Design var_location_allocator, sky130hd; sources not shown.
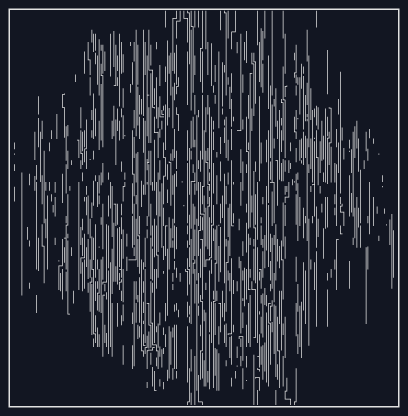
Figure 1: run 1, M2 wires.
(4 px per um)
longest straight run	38.4 um
wire length on this layer	5580 um
nets with wire on the layer	517
met2 usage: 0.420
via count: 3466

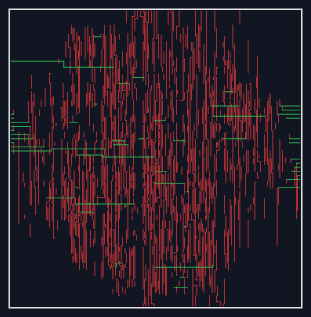
Figure 2: run 1, signal wires by layer.
(3 px per um) Only two layers are drawn.
color	layer	wire length
red	metal 2	5580 um
green	metal 3	325 um
total routed wirelength: 10700 um
GRT Total Usage: 0.231

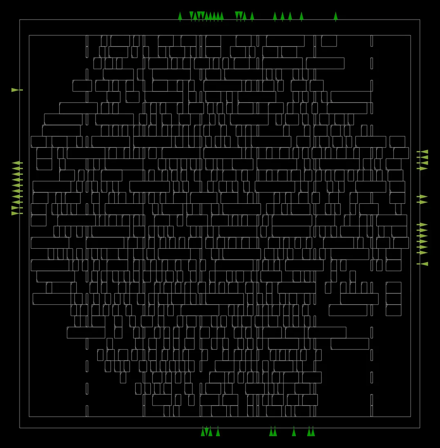
Figure 3: run 1, cell placement.
register share of the cell area: 0.306
Core Util, Final: 0.492

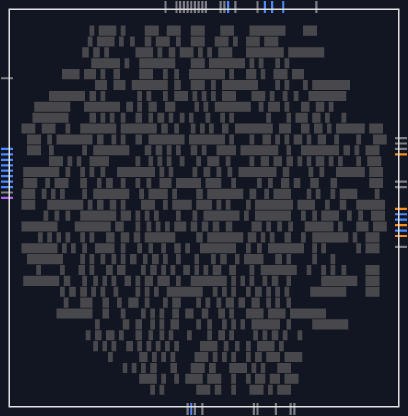
Figure 4: run 1, pin placement.
(4 px per um) Pins as bars across the die edge, other pins in gray.
color	port	pins	direction	edge
purple	`req_fixed_ram`	1	input	left
blue	`rsp_addr`	16	output	8 left, 4 top, 3 right, 1 bottom
orange	`regs_free`	4	output	right
all pins by edge	19 top, 13 right, 11 left, 9 bottom
Die Wd: 97 um
Buffers on Ports: 51
die height: 99 um

==> metrics.csv, run 1 <==
metric,value,unit
post-synth-top-count-cell,nand2_1,
setup_slack,0.279,ns
hp-class,reg -> reg,
ctsHoldBuffers,0,
synth_cells,500,
ff2ff_path_depth,16,
ys_sh_adder,0.0907,
max_stage_delay,0.59,ns
hold_depth,2,
powerDensity,383,nW/um2
grt_pass1_wl,18300,um
yosysChipArea,3530,um2
power.static_leakage,2.20,nW
fin_setup_tns,0,ns
clockRootBuffer,clkbuf_8,
hold_viol_final,0,
synthTopCellsByCount,"197 x nand2_1, 71 x inv_1, 46 x nand3_1",
globalplace.congestion,0.911,
synth_seq_share,0.365,
rows,34,
layout_min_cycle_time,4.32,ns
grt_max_degree,52,
yosys-stat-cells,500,
topCellsByArea,"dfrtp_1 30%, nand2_1 21%, inv_1 7.5%",
grt_overflow,0,
lay_top_count,nand2_1,
top_logic_kind,simple AND/OR/NAND/NOR gates,
cts_made_buffers,5,
use_met1,0.280,
arrival,3.86,ns
slew_headroom,0.299,
mux_share,0,
ys_sh_aoi,0.0517,
crit_path_end_kind,primary output,
design_area,4210,um2
drive_gt1_frac,0.0546,
crit_family,adder cells,
syn-cell-area,3530,um2
cp_common_cell,inv_1,
cts-resized-gates,0,
status,completed,
path_buffers,6,
cp.depth,11,
syn_to_final_growth,19.1,%
combGateArea,1900,um2
fillers,1113,
postRouteAntennaNets,0,
antenna_found_initial,0,
clock_sinks,51,
clock.fmax,231,MHz
grt_pass1_vias,3785,
synth_flops,51,
dp_cells,649,
drc,0,
postCtsSetupBuffers,0,
crit_path_start_kind,flop,
register_area,1290,um2
[run 1: cell type report]
cell class / instances / share of cell area
multi-input combinational: 365 / 0.452
sequential: 51 / 0.306
timing repair buffer: 52 / 0.123
inverter: 73 / 0.0651
tap: 108 / 0.0321
clock buffer: 7 / 0.0205
clock inverter: 1 / 0.00119
[run 1: worst reg2reg max path: cells and delay by family, from the launching register on]
| family | cells | cell delay, ns |
|---|---|---|
| simple gates | 11 | 1.61 |
| fa+ha+maj | 2 | 0.63 |
| flops | 1 | 0.44 |
| buf+inv | 2 | 0.18 |
| compound gates | 1 | 0.17 |
[run 1: power breakdown]
part | total, W | switching [W] | internal (W)
Combinational | 0.000718 | 0.000442 | 0.000276
Clock | 0.000271 | 0.000149 | 0.000122
Sequential | 0.000623 | 0.0000984 | 0.000525
Figure 5. I/O nets highlighted (run 1).
(3 px per um)
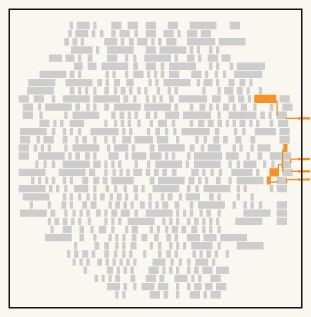

==> inputs of run 2 (changes only) <==
--- a/config.mk
+++ b/config.mk
@@ -11,7 +11,7 @@
 export CORE_AREA = 2 2 95 97
 export DETAILED_ROUTE_END_ITERATION = 12
 export DIE_AREA = 0 0 97 99
-export PLACE_DENSITY = 0.95
+export PLACE_DENSITY = 0.89
 export SYNTH_ARGS = -nofsm -noshare
 export SYNTH_HDL_FRONTEND = slang
 export SYNTH_SLANG_ARGS = --single-unit
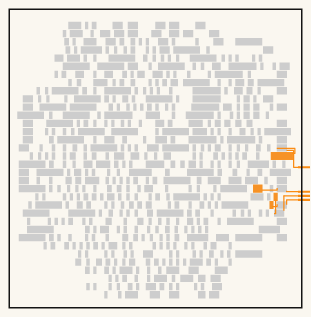
Figure 6: run 2, I/O nets highlighted.
(3 px per um)
color	port	direction	end cells	buffers	wire
orange	`regs_free`	output	4	4	52.5 um
IO Pins: 52

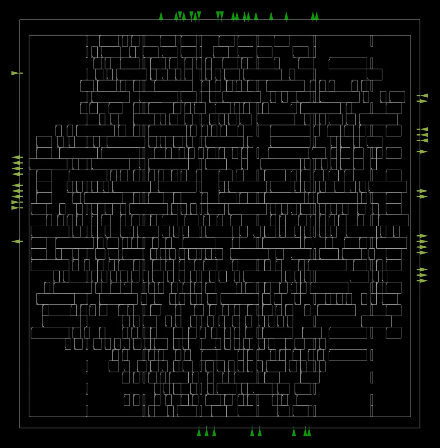
Figure 7: run 2, cell placement.
FFs & Latches: 51
Core Util, Final: 0.493
Tap Count: 108

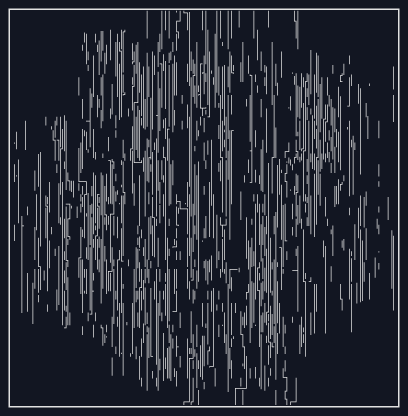
Figure 8: run 2, M2 wires.
(4 px per um)
nets with wire on the layer	519
share of all routed wire	50%
total routed wirelength: 10200 um
met2 usage: 0.394
via count: 3435

==> metrics.csv, run 2 <==
metric,value,unit,change
cts-resized-gates,0,,unchanged
p_int,0.000924,W,was 0.000922 W
status,completed,,unchanged
ctsHoldBuffers,0,,unchanged
arrival,3.85,ns,was 3.86 ns
syn-cell-area,3530,um2,unchanged
pwr-share-seq,0.389,,was 0.386
power.static_leakage,2.20,nW,about the same
clock.fmax,232,MHz,was 231 MHz
mux_share,0,,unchanged
post-synth-top-count-cell,nand2_1,,unchanged
postRouteAntennaNets,0,,unchanged
comb_power_share,0.437,,was 0.446
maxPowerGroup,combinational logic,,unchanged
crit_path_start_kind,flop,,unchanged
ys_sh_aoi,0.0517,,unchanged
layout_min_cycle_time,4.31,ns,was 4.32 ns
drc,0,,unchanged
ys_sh_adder,0.0907,,unchanged
track_usage,0.217,,was 0.231
grt_pass1_vias,3666,,was 3785
rows,34,,unchanged
io_buffers,51,,unchanged
antenna_found_initial,0,,unchanged
slew_headroom,0.284,,was 0.299
top_logic_kind,simple AND/OR/NAND/NOR gates,,unchanged
synth_cells,500,,unchanged
crit_path_end_kind,primary output,,unchanged
synth_seq_share,0.365,,unchanged
hp-class,reg -> reg,,unchanged
power.switching,0.000679,W,was 0.000690 W
syn_to_final_growth,19.3,%,was 19.1%
drive_gt1_frac,0.0565,,was 0.0546
switching_share,0.424,,was 0.428
globalplace.congestion,0.915,,was 0.911
synth_flops,51,,unchanged
ff2ff_path_depth,11,,was 16
==> run 2: final cells by class <==
type                            count  area (um2)
Fill cell                        1106        4340
Timing Repair Buffer               52         518
Inverter                           73         274
Sequential cell                    51        1290
Clock buffer                        6        82.6
Tap cell                          108         135
Multi-Input combinational cell    365        1900
Clock inverter                      2        16.3
==> run 2: critical path, cell delays in order, from the launching register on <==
cell	delay (ns)
dfstp_2	0.59
inv_1	0.07
ha_1	0.29
inv_1	0.08
fa_1	0.43
fa_1	0.49
inv_1	0.05
fa_1	0.38
inv_1	0.09
fa_1	0.41
inv_1	0.06
clkdlybuf4s50_1	0.59
==> run 2: metal layers <==
metal / vias to the layer above / part of all wire
met5: - / 0
met4: 0 / 0.022
met3: 22 / 0.032
met2: 73 / 0.50
met1: 1664 / 0.45
li1: 1676 / -
Power is estimated from default activity; no workload was simulated.
